Figure 1. Supply network.
Scale bar: 10 um. Pins as bars on the die edge.
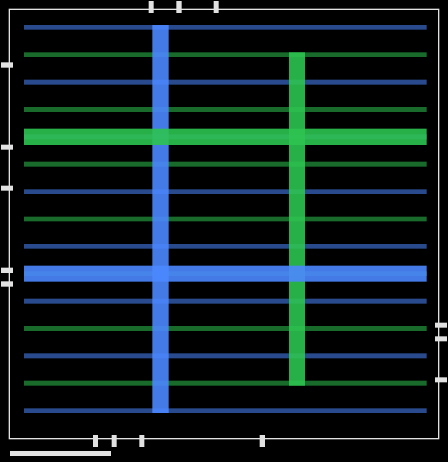
Figure 2. I/O nets highlighted.
Scale bar: 10 um.
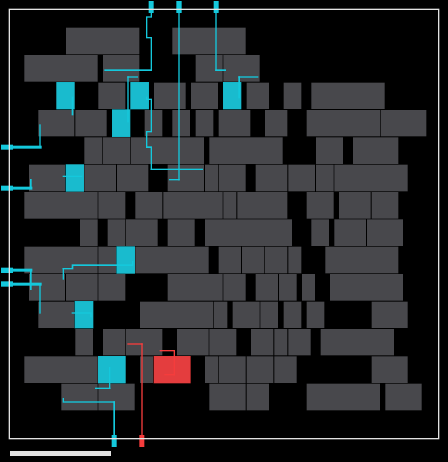
===== config.mk =====
export PLATFORM = sky130hd
export DESIGN_NAME = uart_tx_frame_ctrl
export DESIGN_NICKNAME = d
export VERILOG_FILES = /design/src/rtl/uart_tx_frame_ctrl.sv
export SDC_FILE = /design/constraint.sdc
export NUM_CORES = 1
export LEC_CHECK = 0
export CORE_UTILIZATION = 55
export CTS_CLUSTER_SIZE = 16
export DETAILED_ROUTE_END_ITERATION = 8
export PLACE_DENSITY_LB_ADDON = 0.2
export RECOVER_POWER = 25
export SYNTH_ARGS = -nofsm -noshare
export SYNTH_HDL_FRONTEND = slang
export SYNTH_SLANG_ARGS = --single-unit

===== constraint.sdc =====
create_clock -name CLK -period 4.9 [get_ports CLK]
set_input_delay 0.98 -clock CLK [delete_from_list [all_inputs] [get_ports CLK]]
set_output_delay 0.98 -clock CLK [all_outputs]
set_load 0.1 [all_outputs]

===== src/rtl/uart_tx_frame_ctrl.sv =====
// UART transmit framing engine: one bit per CLK, frame = start, WIDTH data bits
// LSB first, optional parity bit taken from the parity calculator, stop.
module uart_tx_frame_ctrl #(
   parameter int unsigned WIDTH = 8
) (
   input  logic             CLK,
   input  logic             RST,
   input  logic [WIDTH-1:0] P_DATA,
   input  logic             DATA_VALID,
   input  logic             PAR_EN,
   input  logic             PARITY,
   output logic             TX_OUT,
   output logic             BUSY
);

   localparam int unsigned CNT_W = $clog2(WIDTH);
   localparam logic [CNT_W-1:0] CNT_LAST = CNT_W'(WIDTH - 1);

   localparam logic [2:0] ST_IDLE  = 3'd0;
   localparam logic [2:0] ST_START = 3'd1;
   localparam logic [2:0] ST_DATA  = 3'd2;
   localparam logic [2:0] ST_PAR   = 3'd3;
   localparam logic [2:0] ST_STOP  = 3'd4;

   logic [2:0]       state_q,  state_d;
   logic [WIDTH-1:0] shift_q,  shift_d;
   logic [CNT_W-1:0] cnt_q,    cnt_d;
   logic             par_en_q, par_en_d;
   logic             tx_q,     tx_d;
   logic             busy_q,   busy_d;

   // State and registered outputs; RST abandons any frame in flight
   always_ff @(posedge CLK) begin
      if (RST) begin
         state_q  <= ST_IDLE;
         shift_q  <= '0;
         cnt_q    <= '0;
         par_en_q <= 1'b0;
         tx_q     <= 1'b1;
         busy_q   <= 1'b0;
      end else begin
         state_q  <= state_d;
         shift_q  <= shift_d;
         cnt_q    <= cnt_d;
         par_en_q <= par_en_d;
         tx_q     <= tx_d;
         busy_q   <= busy_d;
      end
   end

   // Next state plus the line/busy values for the state being entered
   always_comb begin
      state_d  = state_q;
      shift_d  = shift_q;
      cnt_d    = cnt_q;
      par_en_d = par_en_q;
      tx_d     = tx_q;
      busy_d   = busy_q;

      case (state_q)
         ST_IDLE: begin
            tx_d   = 1'b1;
            busy_d = 1'b0;
            if (DATA_VALID) begin
               shift_d  = P_DATA;
               par_en_d = PAR_EN;
               cnt_d    = '0;
               state_d  = ST_START;
               tx_d     = 1'b0;
               busy_d   = 1'b1;
            end
         end
         ST_START: begin
            state_d = ST_DATA;
            tx_d    = shift_q[0];
            shift_d = {1'b0, shift_q[WIDTH-1:1]};
            cnt_d   = '0;
            busy_d  = 1'b1;
         end
         ST_DATA: begin
            busy_d = 1'b1;
            if (cnt_q == CNT_LAST) begin
               if (par_en_q) begin
                  state_d = ST_PAR;
                  tx_d    = PARITY;
               end else begin
                  state_d = ST_STOP;
                  tx_d    = 1'b1;
               end
            end else begin
               tx_d    = shift_q[0];
               shift_d = {1'b0, shift_q[WIDTH-1:1]};
               cnt_d   = cnt_q + CNT_W'(1);
            end
         end
         ST_PAR: begin
            state_d = ST_STOP;
            tx_d    = 1'b1;
            busy_d  = 1'b1;
         end
         ST_STOP: begin
            state_d = ST_IDLE;
            tx_d    = 1'b1;
            busy_d  = 1'b0;
         end
         default: begin
            state_d = ST_IDLE;
            tx_d    = 1'b1;
            busy_d  = 1'b0;
         end
      endcase
   end

   assign TX_OUT = tx_q;
   assign BUSY   = busy_q;

endmodule


==> results_slide.txt <==
Key Metrics from the Run

Synth
  • Compound Share, Synth: 0.292
  • Number of enable flip-flop cells: 0
  • Mean Syn Cell Area: around 9.3 um^2
  • Mux share: 0.0111
  • Yosys cell count: 97
  • Post-synthesis xor/xnor area fraction: 0.0277
  • Ys flop type: dfxtp_1
  • Area reported by Yosys stat: 903 um^2
  • Synth Net Count: around 110
  • Adder Share, Synth: 0.0277
  • Simple Share, Synth: 0.220
  • Asr flop ratio synth: 0

Placed design
  • Routability Congestion: around 0.80
  • DP HPWL: between 1 and 1.5 mm
  • Placed Cells: 122

Floorplanning
  • Die area: 0.00181 mm^2
  • Die H: around 43 um
  • N_taps: 16
  • Row count: 14
  • CORE AREA: between 0.0015 and 0.002 mm^2
  • FP Core Util: 0.593

Worst setup path
  • Setup crit end: BUSY
  • Crit Reg-Reg Startpoint: cnt_q[0]
  • WP data arrival: roughly 1.7 ns
  • Worst setup SP type: flop
  • Top cell family by delay on the critical path: buffers and inverters
  • Worst Path Required: a little under 4 ns
  • Crit-path max FO: 1
  • Max incr delay on CP: roughly 1.1 ns
  • Reg-to-Reg End: shift_q[2]
  • Setup CP Type: flop to output port
  • CP Launch Point: BUSY
  • Crit. End Element: output port
  • CP Buf/Inv Count: 1

Clock network
  • Post-CTS resize count: 0
  • CTS sink count: 17
  • Postcts setup bufs: 0
  • Clk ins delay skew pair: roughly 0.29 ns
  • CTS buffer count: 3
  • Clock transition at path regs: roughly 0.1 ns
  • CTS Root Cell: clkbuf_4
  • Hold Buf Count CTS: 0

STA
  • Hold Vio Cnt, Final: 0
  • RSZ-0062 raised after global routing: false
  • Hold Slack: 0.501 ns
  • Clock skew: around 0.0017 ns
  • Max Clk Rate: about 0.37 GHz
  • Rel. slew slack: 0.359
  • Setup ws final: 2.19 ns

Routing
  • DR pass1 iterations: 4
  • DR WL/cell: ~15 um
  • Metal1 wirelength: about 850 um
  • Drt initial violations: 26
  • DR top layer: met4
  • WL met3: 98 um
  • Via Count: ~800
  • Avg Vias per Cell: between 6 and 7
  • Remaining DRCs: 0

Final layout
  • Finished Layout Cells: 126
  • Inserted Diodes: 0
  • MI comb cells: approximately 70
  • Seq/total area: 0.321
  • CLK BUF: 4
  • Core Util, Final: 0.696
  • Buffers, non-clock: 14
  • Register area: ~340 um^2
  • Post-route cell area: between 0.001 and 0.0015 mm^2
  • Top cell category: multi-input combinational cells
  • Clock-cell share: 0.0248
  • Fillers: between 100 and 150
  • Top cell excl fill/tap: dfxtp_1
  • Layout cells sized above 1: 0.109

Global route
  • Largest net degree at the start of global routing: 16
  • M2 GR Usage: 0.366
  • Vias in the first global route: around 730
  • Overall Global Routing Usage: 0.231
  • Global route hottest layer: met2

Outcome
  • Status: finished, final reports clean

Flow run
  • Tally of OpenROAD warnings: 26

Power
  • Seq group: 162 uW
  • Clock Power Share: 0.240
  • Top pwr grp: sequential cells
  • Reg power frac: 0.511
  • Final Power: 317 uW
  • P_int: 216 uW
  • Sw Share: 0.318
  • LEAKAGE: between 0.0003 and 0.0004 uW
  • Net Switching: just over 100 uW

Hold path
  • Hold endpoint: shift_q[0]
  • WHS Path Cells: 2
## Picture notes: Figure 1
net	colour
VDD	green
VSS	blue
rows	14
signal pins	15
met5 straps	2
met4 straps	2
met1 rails	15

## Picture notes: Figure 2
port	colour	bits	direction	end cells	buffers	wire
`P_DATA`	cyan	8	input	8	8	101 um
`PAR_EN`	red	1	input	1	1	15.1 um

state kept, by name, summed over array words and instances (netlist names):
signal / cells
par_en_q: 1
TX_OUT: 1
shift_q: 8
cnt_q: 3
BUSY: 1
state_q: 3
cells in the mapped netlist (all sizes together), types with 2 or more instances:
master | count | area [um^2]
ha | 2 | 25.0
or2 | 3 | 18.8
buf | 3 | 21.3
nand3 | 7 | 35.0
o2111ai | 2 | 17.5
o21ai | 9 | 48.8
clkbuf | 2 | 7.51
nor2b | 3 | 18.8
nand3b | 2 | 15.0
nand2b | 3 | 18.8
o211ai | 4 | 30.0
dfxtp | 17 | 340
nor4b | 2 | 38.8
inv | 2 | 7.51
nor2 | 4 | 15.0
a311oi | 7 | 61.3
a21oi | 6 | 30.0
a211oi | 8 | 60.1
Power figures rest on the tool's default switching activity, not on a simulated workload.
